$ cat src/rtl/clk_mon_pkg.sv
// rtl/clk_mon_pkg.sv - shared state encoding, defaults and window helper for the clock period monitor
package clk_mon_pkg;

    typedef enum logic [1:0] {
        ST_IDLE    = 2'd0,
        ST_MEASURE = 2'd1,
        ST_LOCKED  = 2'd2,
        ST_FAULT   = 2'd3
    } clk_mon_state_e;

    localparam int unsigned EXP_HALF_DEFAULT   = 100000;
    localparam int unsigned TOL_DEFAULT        = 16;
    localparam int unsigned LOCK_COUNT_DEFAULT = 4;

    localparam int unsigned CNT_W = 32;
    localparam int unsigned ERR_W = 8;

    // Bounds are carried at 34 bits so EXP_HALF+TOL+1 cannot overflow.
    function automatic logic in_window(input logic [33:0] val,
                                       input logic [33:0] lo,
                                       input logic [33:0] hi);
        return (val >= lo) && (val <= hi);
    endfunction

endpackage

$ cat src/rtl/sync_edge_detect.sv
// rtl/sync_edge_detect.sv - two-flop synchronizer plus edge-detect register for an asynchronous input
//
// Ports:
//   clk_i   : sampling clock, rising edge
//   rst_ni  : asynchronous active-low reset, clears all three flops
//   async_i : asynchronous input level
//   edge_o  : high for one clk_i cycle after either polarity change of async_i
module sync_edge_detect (
    input  logic clk_i,
    input  logic rst_ni,
    input  logic async_i,
    output logic edge_o
);

    logic sync1_q;
    logic sync2_q;
    logic sync3_q;

    always_ff @(posedge clk_i or negedge rst_ni) begin
        if (!rst_ni) begin
            sync1_q <= 1'b0;
            sync2_q <= 1'b0;
            sync3_q <= 1'b0;
        end else begin
            sync1_q <= async_i;
            sync2_q <= sync1_q;
            sync3_q <= sync2_q;
        end
    end

    // Only stages 2 and 3 are compared; stage 1 may still be metastable.
    assign edge_o = sync2_q ^ sync3_q;

endmodule

$ cat src/rtl/clock_period_monitor.sv
// rtl/clock_period_monitor.sv - measures half-periods of an asynchronous clock and tracks lock/fault
//
// Ports:
//   in_clk       : reference clock, all logic on its rising edge
//   rst_n        : asynchronous active-low reset
//   mon_clk      : monitored clock, asynchronous to in_clk
//   clear        : synchronous restart to IDLE, zeroes counters and half_period
//   half_period  : last measured half-period in in_clk cycles
//   sample_valid : one-cycle pulse when half_period updates
//   locked       : state is LOCKED
//   fault        : state is FAULT (sticky until clear/reset)
//   err_cnt      : saturating count of out-of-range half-periods
module clock_period_monitor
    import clk_mon_pkg::*;
#(
    parameter int unsigned EXP_HALF   = EXP_HALF_DEFAULT,
    parameter int unsigned TOL        = TOL_DEFAULT,
    parameter int unsigned LOCK_COUNT = LOCK_COUNT_DEFAULT
) (
    input  logic                 in_clk,
    input  logic                 rst_n,
    input  logic                 mon_clk,
    input  logic                 clear,
    output logic [CNT_W-1:0]     half_period,
    output logic                 sample_valid,
    output logic                 locked,
    output logic                 fault,
    output logic [ERR_W-1:0]     err_cnt
);

    localparam logic [33:0] HI_B    = 34'(EXP_HALF) + 34'(TOL);
    localparam logic [33:0] LO_B    = (EXP_HALF > TOL) ? 34'(EXP_HALF - TOL) : 34'd0;
    localparam logic [33:0] STALL_B = HI_B + 34'd1;
    localparam int unsigned GOOD_W  = (LOCK_COUNT < 2) ? 1 : $clog2(LOCK_COUNT + 1);

    clk_mon_state_e     state_q, state_d;
    logic [CNT_W-1:0]   cnt_q, cnt_d;
    logic [GOOD_W-1:0]  good_q, good_d;
    logic [CNT_W-1:0]   half_q, half_d;
    logic               sv_q, sv_d;
    logic [ERR_W-1:0]   err_q, err_d;

    logic               mon_edge;
    logic               interval_ok;
    logic               stalled;
    logic [ERR_W-1:0]   err_inc;
    logic [GOOD_W-1:0]  good_inc;

    sync_edge_detect u_sync_edge (
        .clk_i   (in_clk),
        .rst_ni  (rst_n),
        .async_i (mon_clk),
        .edge_o  (mon_edge)
    );

    // On an edge cycle cnt_q holds the length of the interval just closed.
    assign interval_ok = in_window({2'b00, cnt_q}, LO_B, HI_B);
    assign stalled     = ({2'b00, cnt_q} >= STALL_B);
    assign err_inc     = (err_q == {ERR_W{1'b1}}) ? err_q : err_q + ERR_W'(1);
    assign good_inc    = good_q + GOOD_W'(1);

    always_comb begin
        state_d = state_q;
        good_d  = good_q;
        half_d  = half_q;
        sv_d    = 1'b0;
        err_d   = err_q;

        if (mon_edge) begin
            cnt_d = {{(CNT_W-1){1'b0}}, 1'b1};
        end else if (cnt_q == {CNT_W{1'b1}}) begin
            cnt_d = cnt_q;
        end else begin
            cnt_d = cnt_q + CNT_W'(1);
        end

        if (clear) begin
            // Clear outranks a coincident edge, so no sample is produced.
            state_d = ST_IDLE;
            cnt_d   = '0;
            good_d  = '0;
            half_d  = '0;
            err_d   = '0;
        end else begin
            if (mon_edge && (state_q != ST_IDLE)) begin
                half_d = cnt_q;
                sv_d   = 1'b1;
            end

            case (state_q)
                ST_IDLE: begin
                    // First interval has no known start, so it is discarded.
                    if (mon_edge) begin
                        state_d = ST_MEASURE;
                        good_d  = '0;
                    end
                end
                ST_MEASURE: begin
                    if (mon_edge) begin
                        if (interval_ok) begin
                            good_d = good_inc;
                            if (good_inc == GOOD_W'(LOCK_COUNT)) begin
                                state_d = ST_LOCKED;
                            end
                        end else begin
                            good_d = '0;
                            err_d  = err_inc;
                        end
                    end
                end
                ST_LOCKED: begin
                    if (mon_edge) begin
                        if (!interval_ok) begin
                            state_d = ST_FAULT;
                            err_d   = err_inc;
                        end
                    end else if (stalled) begin
                        state_d = ST_FAULT;
                    end
                end
                ST_FAULT: begin
                    state_d = ST_FAULT;
                end
                default: begin
                    state_d = ST_IDLE;
                end
            endcase
        end
    end

    always_ff @(posedge in_clk or negedge rst_n) begin
        if (!rst_n) begin
            state_q <= ST_IDLE;
        end else begin
            state_q <= state_d;
        end
    end

    always_ff @(posedge in_clk or negedge rst_n) begin
        if (!rst_n) begin
            cnt_q <= '0;
        end else begin
            cnt_q <= cnt_d;
        end
    end

    always_ff @(posedge in_clk or negedge rst_n) begin
        if (!rst_n) begin
            good_q <= '0;
        end else begin
            good_q <= good_d;
        end
    end

    always_ff @(posedge in_clk or negedge rst_n) begin
        if (!rst_n) begin
            half_q <= '0;
            sv_q   <= 1'b0;
        end else begin
            half_q <= half_d;
            sv_q   <= sv_d;
        end
    end

    always_ff @(posedge in_clk or negedge rst_n) begin
        if (!rst_n) begin
            err_q <= '0;
        end else begin
            err_q <= err_d;
        end
    end

    assign half_period  = half_q;
    assign sample_valid = sv_q;
    assign locked       = (state_q == ST_LOCKED);
    assign fault        = (state_q == ST_FAULT);
    assign err_cnt      = err_q;

endmodule
$ cat config.mk
export PLATFORM = sky130hd
export DESIGN_NAME = clock_period_monitor
export DESIGN_NICKNAME = d
export VERILOG_FILES = /design/src/rtl/clk_mon_pkg.sv /design/src/rtl/sync_edge_detect.sv /design/src/rtl/clock_period_monitor.sv
export SDC_FILE = /design/constraint.sdc
export NUM_CORES = 1
export LEC_CHECK = 0
export CAP_MARGIN = 20
export CORE_ASPECT_RATIO = 1.2
export CORE_MARGIN = 3
export CORE_UTILIZATION = 45
export DETAILED_ROUTE_END_ITERATION = 8
export PLACE_DENSITY = 0.65
export SLEW_MARGIN = 20
export SYNTH_ARGS = -nofsm -noshare
export SYNTH_HDL_FRONTEND = slang
export SYNTH_SLANG_ARGS = --single-unit
$ cat constraint.sdc
create_clock -name in_clk -period 3.2 [get_ports in_clk]
set_input_delay 0.8 -clock in_clk [delete_from_list [all_inputs] [get_ports in_clk]]
set_output_delay 0.8 -clock in_clk [all_outputs]
set_load 0.02 [all_outputs]
**Clock network drawn from the DEF**

The bar under the picture is 20 um long.
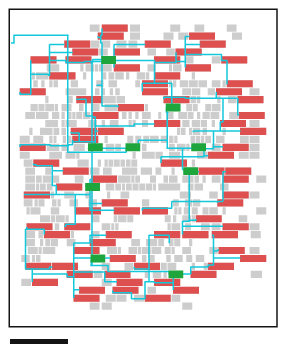
- green: clock drivers (count 9)
- cyan: clock wires (length 1050 um)
- red: flip-flops (count 81)
- flops lie: all over the die

**Zoomed window**

Window x 26 to 66, y 12 to 52 um. Cells in gray, sequential cells in the stronger gray; small squares are vias.
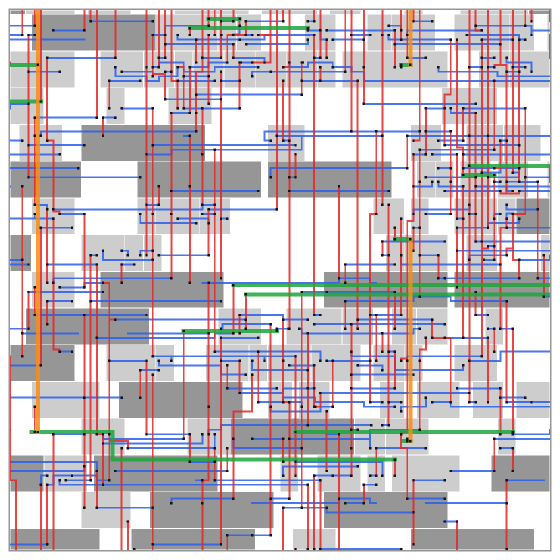
- orange: metal 4
- red: metal 2
- green: metal 3
- blue: metal 1
- most frequent: dfrtp_1 (18), nor2_1 (13), xor2_1 (9)
- sequential cells in the window: 18
- netlist names of flops here include: cnt_q (10), half_period (7)
- cells with their middle in the window: 100

==> qor.yml <==
status: "finished clean"
r2r_cells: 6
io_pins: 47
ys_seq_share_pct: 51.7
period_minus_slack_ps: 2550
fillers: 739
cts_tree: "built"
dp.cells: 519
grt_pass1_wl_mm: 14.9
gp_congestion: 0.836
warnings: 32
grt_pass1_vias: 3004
nNonClkBuffers: 54
netlist_top_cells_count: "dfrtp_1, nor2_1, a22o_1"
nonClkBufAreaFrac_pct: 11.4
m1WireLength_mm: 4.00
holdPathStages: 0
clock_power_share_pct: 31.5
hold_start: "u_sync_edge.sync1_q$_DFF_PN0_"
rsz0062_at_grt: "no"
drt_iter0_drc: 145
portBuffers: 46
post-cts-setup-buffers: 0
setup_slack_ps: 650
final_cell_count_no_fill: 535
inverters: 6
hpwl_mm: 5.63
pg_seq_w: 0.00108
die_w_um: 91.2
worst-path-stages: 6
power_frac_seq_pct: 50.8
power.group.top: "registers"
combinationalPowerShare_pct: 17.7
async_flop_share_pct: 100
final_hold_viol_count: 0
place_area_sq_mm: 0.00452
highest_layer: "met4"
startpoint: "cnt_q[23]$_DFFE_PN0P_"
setup-violations-final: 0
route.met2.wl_mm: 4.00
yosys.area_share.aoi_pct: 10.6
routed_via_density: 5.48
topCellsByArea: "dfrtp_1, a22o_1, nor2_1, xnor2_1, xor2_1"
fp_util_pct: 47.3
top_cell: "dfrtp_1"
final_cell_mix: "dfrtp_1, nor2_1, clkdlybuf4s50_1"
required_ps: 3430
cap_violations: 0
wl_per_cell_um: 15.9
yosysWarningCount: 0
